### Clock wires, drivers and flops

(8 px per um)
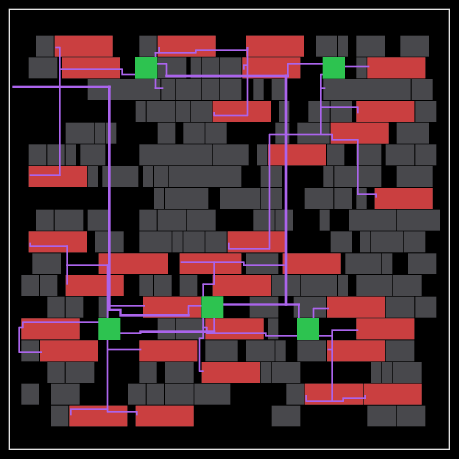
### Clock nets

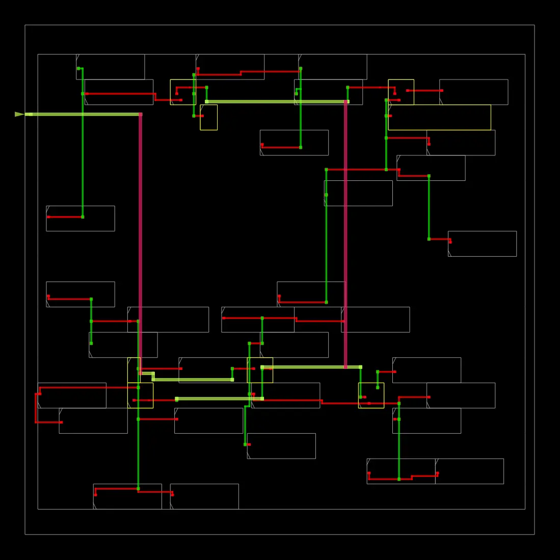
### Placement by cell class

(4 px per um)
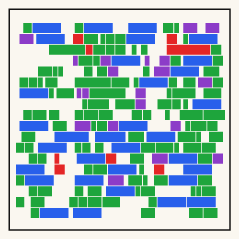
==> config.mk <==
export PLATFORM = sky130hd
export DESIGN_NAME = reg_bus_arbiter
export DESIGN_NICKNAME = d
export VERILOG_FILES = /design/src/rtl/reg_bus_arbiter.sv
export SDC_FILE = /design/constraint.sdc
export NUM_CORES = 1
export LEC_CHECK = 0
export CAP_MARGIN = 20
export CORE_UTILIZATION = 55
export DETAILED_ROUTE_END_ITERATION = 6
export DONT_BUFFER_PORTS = 1
export GPL_TIMING_DRIVEN = 0
export PLACE_DENSITY_LB_ADDON = 0.05
export SYNTH_ARGS = -nofsm -noshare
export SYNTH_HDL_FRONTEND = slang
export SYNTH_SLANG_ARGS = --single-unit
==> constraint.sdc <==
create_clock -name clk -period 1.5 [get_ports clk]
set_input_delay 0.15 -clock clk [delete_from_list [all_inputs] [get_ports clk]]
set_output_delay 0.15 -clock clk [all_outputs]
set_load 0.02 [all_outputs]
==> src/rtl/reg_bus_arbiter.sv <==
// Shares one register port between NREQ requesters: round-robin arbitration,
// strobe sequencing, read capture. Define REG_ARB_FIXED_PRIO_EN for fixed priority.
module reg_bus_arbiter #(
   parameter int NREQ   = 2,
   parameter int ADDR_W = 3,
   parameter int DATA_W = 8,
   parameter int RD_LAT = 1
) (
   input  logic                     clk,
   input  logic                     rst_n,
   input  logic [NREQ-1:0]          req_valid,
   input  logic [NREQ-1:0]          req_wr,
   input  logic [NREQ*ADDR_W-1:0]   req_addr,
   input  logic [NREQ*DATA_W-1:0]   req_wdata,
   output logic [NREQ-1:0]          req_ready,
   output logic [NREQ-1:0]          rsp_valid,
   output logic [DATA_W-1:0]        rsp_rdata,
   output logic [ADDR_W-1:0]        addr,
   output logic                     wr,
   output logic [DATA_W-1:0]        wr_data,
   output logic                     rd,
   input  logic [DATA_W-1:0]        rd_data,
   input  logic                     int_n,
   output logic                     irq
);

   // Handshake: a requester holds req_valid and its payload stable until the
   // cycle in which req_ready[i] is high; that cycle is the accept.
   localparam int IDX_W = (NREQ > 1) ? $clog2(NREQ) : 1;

   typedef enum logic [1:0] {IDLE, ISSUE, WAIT, RESP} state_t;

   state_t              state, state_d;
   logic [IDX_W-1:0]    owner, owner_d;
   logic                op_wr, op_wr_d;
   logic [2:0]          cnt, cnt_d;
   logic [ADDR_W-1:0]   addr_d;
   logic                wr_d, rd_d;
   logic [DATA_W-1:0]   wr_data_d, rsp_rdata_d;
   logic [NREQ-1:0]     rsp_valid_d;
   logic [IDX_W-1:0]    win;
   logic                any_req;

   function automatic logic [NREQ-1:0] onehot(input logic [IDX_W-1:0] i);
      logic [NREQ-1:0] v;
      v    = '0;
      v[i] = 1'b1;
      return v;
   endfunction

`ifdef REG_ARB_FIXED_PRIO_EN
   always_comb begin
      win = '0;
      for (int i = NREQ - 1; i >= 0; i--) begin
         if (req_valid[IDX_W'(i)]) win = IDX_W'(i);
      end
   end
`else
   logic [IDX_W-1:0] ptr, ptr_d;
   logic             found;
   int               rr_idx;

   // Search begins one past the last grant so every requester gets a turn.
   always_comb begin
      win    = '0;
      found  = 1'b0;
      rr_idx = 0;
      for (int off = 1; off <= NREQ; off++) begin
         rr_idx = (int'(ptr) + off) % NREQ;
         if (!found && req_valid[IDX_W'(rr_idx)]) begin
            win   = IDX_W'(rr_idx);
            found = 1'b1;
         end
      end
   end
`endif

   assign any_req   = |req_valid;
   assign req_ready = (state == IDLE && any_req) ? onehot(win) : '0;

   always_comb begin
      state_d     = state;
      owner_d     = owner;
      op_wr_d     = op_wr;
      cnt_d       = cnt;
      addr_d      = addr;
      wr_d        = 1'b0;
      rd_d        = 1'b0;
      wr_data_d   = wr_data;
      rsp_valid_d = '0;
      rsp_rdata_d = rsp_rdata;
`ifndef REG_ARB_FIXED_PRIO_EN
      ptr_d       = ptr;
`endif
      case (state)
         IDLE: begin
            if (any_req) begin
               state_d = ISSUE;
               owner_d = win;
               op_wr_d = req_wr[win];
               addr_d  = req_addr[int'(win)*ADDR_W +: ADDR_W];
`ifndef REG_ARB_FIXED_PRIO_EN
               ptr_d   = win;
`endif
               // Strobes are registered, so they are set up on the accept edge.
               if (req_wr[win]) begin
                  wr_d      = 1'b1;
                  wr_data_d = req_wdata[int'(win)*DATA_W +: DATA_W];
               end else begin
                  rd_d = 1'b1;
               end
            end
         end
         ISSUE: begin
            if (op_wr) begin
               state_d     = RESP;
               rsp_valid_d = onehot(owner);
               rsp_rdata_d = '0;
            end else begin
               state_d = WAIT;
               cnt_d   = 3'(RD_LAT - 1);
            end
         end
         WAIT: begin
            if (cnt == 3'd0) begin
               state_d     = RESP;
               rsp_valid_d = onehot(owner);
               rsp_rdata_d = rd_data;
            end else begin
               cnt_d = cnt - 3'd1;
            end
         end
         RESP: state_d = IDLE;
         default: state_d = IDLE;
      endcase
   end

   always_ff @(posedge clk) begin
      if (!rst_n) begin
         state     <= IDLE;
         owner     <= '0;
         op_wr     <= 1'b0;
         cnt       <= '0;
         addr      <= '0;
         wr        <= 1'b0;
         rd        <= 1'b0;
         wr_data   <= '0;
         rsp_valid <= '0;
         rsp_rdata <= '0;
`ifndef REG_ARB_FIXED_PRIO_EN
         ptr       <= IDX_W'(NREQ - 1);
`endif
      end else begin
         state     <= state_d;
         owner     <= owner_d;
         op_wr     <= op_wr_d;
         cnt       <= cnt_d;
         addr      <= addr_d;
         wr        <= wr_d;
         rd        <= rd_d;
         wr_data   <= wr_data_d;
         rsp_valid <= rsp_valid_d;
         rsp_rdata <= rsp_rdata_d;
`ifndef REG_ARB_FIXED_PRIO_EN
         ptr       <= ptr_d;
`endif
      end
   end

   // Interrupt re-timing is independent of the transaction FSM.
   always_ff @(posedge clk) begin
      if (!rst_n) irq <= 1'b0;
      else        irq <= ~int_n;
   end

endmodule

==> impl_metrics.csv <==
group,metric,value,unit
drt,drc,0,
sta,slew_viol_final,0,
logic_synthesis,synthTopCellsByCount,"dfxtp_1 (32), mux2i_1 (19), nand2_1 (13), nor2b_1 (12), and2_1 (11)",
finish,layout-drive-gt1-share,26.0,%
floorplanning,fp_util,59.8,%
setup_path,worstSetupPathType,"reg -> reg",
drt,vias,1163,
setup_path,cp_max_fo,6,
setup_path,worst_setup_path_start_kind,"register",
placed_design,dp.cells,182,
drt,drtIter0Drc,16,
finish,diodes,0,
clocking,postCtsSetupRepairBufs,2,
global_routing,grt_pass1_vias,1059,
setup_path,path_delay_family,"simple AND/OR/NAND/NOR gates",
logic_synthesis,ys_area,1540,sq um
global_routing,overflow,0,
floorplanning,dieArea,3010,sq um
power_and_ir_drop,ir_drop,1.47,mV
logic_synthesis,ys_types,37,
flow_run,tool_warnings,31,
sta,fin_tns_setup,0,ps
sta,fmax,681,MHz
clocking,numCtsBuffers,5,
logic_synthesis,synthCells,152,
sta,finalCritPeriodShare,97.9,%
logic_synthesis,yosys_cells,152,
floorplanning,core-area,2570,sq um
sta,min_period,1470,ps
global_routing,grtUsageTotal,22.9,%
sta,hold_viol_final,0,
placed_design,place_ws,-249,ps
floorplanning,ios,63,
floorplanning,fp.dieW,54.8,um
global_routing,grt_max_degree,11,
worst_hold_path,holdCritPathClass,"in -> reg",
sta,setup_viol,0,
setup_path,cpMaxStageDelayCell,"dfxtp_4",
status,status,"finished, final reports clean",
logic_synthesis,ys_async_sr_fraction,0,%
logic_synthesis,synthFlopType,"dfxtp_1",
finish,final_area,1850,sq um
floorplanning,die_h,54.8,um
finish,lay_top_count,"dfxtp_1",
logic_synthesis,yosys_warnings,0,
power_and_ir_drop,p_per_area,1800,nW/um^2
placed_design,port_buffers,0,
setup_path,path_buffers,1,
placed_design,place.gp.congestion,0.738,
setup_path,max_stage_delay,360,ps
logic_synthesis,synthesis.nets,194,
clocking,htree_levels,2,
clocking,clkTransAtPathRegs,100,ps
drt,vias_per_cell,5.73,
finish,final_util,72.1,%
clocking,cts.sinks,32,
global_routing,antenna_found_initial,0,
sta,final.setup.worst_slack,31.7,ps
power_and_ir_drop,p_leak,0.747,nW
sta,fin_skew,4.81,ps
placed_design,place_area,1570,sq um
finish,area_delta_synth_final,20.6,%
logic_synthesis,edf_count,0,
sta,rsz0062_at_grt,"yes",
logic_synthesis,top_area_share,41.7,%
logic_synthesis,yosysMostFrequentCell,"dfxtp_1",
logic_synthesis,avgSynthCellArea,10.1,sq um
flow_run,drv_cap,0,
clocking,cts_resized,14,
clocking,ctsLongestPathBuffers,2,
logic_synthesis,seq_area_frac_synth,41.7,%
placed_design,dpl.hpwl,2140,um
logic_synthesis,synth_area,1540,sq um
logic_synthesis,synth-seq-cells,32,
drt,drt-wirelength-per-cell,16.5,um
finish,final_cell_mix,"dfxtp_1 (30), mux2i_1 (19), nor2b_1 (12), nand2_1 (12), and2_1 (11)",
logic_synthesis,synth_area_leader_cell,"dfxtp_1",
finish,fillerInstances,196,
logic_synthesis,area_leaders,"dfxtp_1 (42%), mux2i_1 (12%), nor2b_1 (4.9%)",
finish,final_nets,214,
-- 'Clock wires, drivers and flops' (at the start) --
Key: purple = clock wires [length 406 um]; green = clock-net drivers [count 5]; red = flip-flops [count 32]
Position of the flops: widely spread. There are 6 routed clock nets.

-- 'Clock nets' (at the start) --
clkbuf count: 6
clk ins delay skew pair: 330 ps
clock-net power: 0.643 mW
registers: 32

-- 'Placement by cell class' (at the start) --
Key: blue = registers [cells 32, share of their area 36%]; red = clock drivers and dummy loads [cells 8, share of their area 4.2%]; green = remaining logic cells [cells 113, share of their area 51%]; purple = remaining buffers and delay cells [cells 20, share of their area 8.9%]

cell type report:
cell class | count | area (sq um) | area share (%)
clock buffer | 6 | 41.3 | 2.23
inverter | 6 | 25.0 | 1.35
clock inverter | 2 | 35.0 | 1.89
timing repair buffer | 13 | 111 | 6.01
multi-input combinational | 107 | 906 | 48.9
buffer | 7 | 50.0 | 2.70
tap | 30 | 37.5 | 2.03
sequential | 32 | 646 | 34.9
per-layer routing:
layer | track usage (%) | vias to the layer above | wire [um]
met4 | 10.3 | 0 | 56
met2 | 42.4 | 50 | 1680
met5 | 0 | - | 0
li1 | - | 570 | -
met3 | 8.61 | 4 | 240
met1 | 22.1 | 539 | 1370
where the power goes:
part	internal, mW	switching, mW	leakage, nW	total [mW]
Combinational	0.719	0.711	0.442	1.43
Clock	0.349	0.294	0.0422	0.643
Sequential	1.02	0.247	0.262	1.27
cell families after synthesis:
group / after synthesis / synth area share (%)
compound gates: 27 / 15.6
buf+inv: 13 / 4.48
flops: 32 / 41.7
mux: 20 / 13.4
simple gates: 55 / 20.8
fa+ha+maj: 5 / 4.07
worst paths after layout:
check,startpoint,endpoint,slack (ps),cells after the start
worst max register to register,state[1],cnt[1],30,6
worst max-delay path,state[1],cnt[1],30,6
worst min register to register,owner,rsp_valid[0],450,1
worst min-delay path,req_wr[1],rd,10,2
flip-flops by register name, indices dropped and copies added, names as in the netlist:
| register | cells |
|---|---|
| irq | 1 |
| state | 2 |
| op_wr | 1 |
| owner | 1 |
| rsp_valid | 2 |
| addr | 3 |
| ptr | 1 |
| rsp_rdata | 8 |
| cnt | 3 |
| wr_data | 8 |
| wr | 1 |
| rd | 1 |
No activity file was given, so power comes from the tool's default toggle rates.
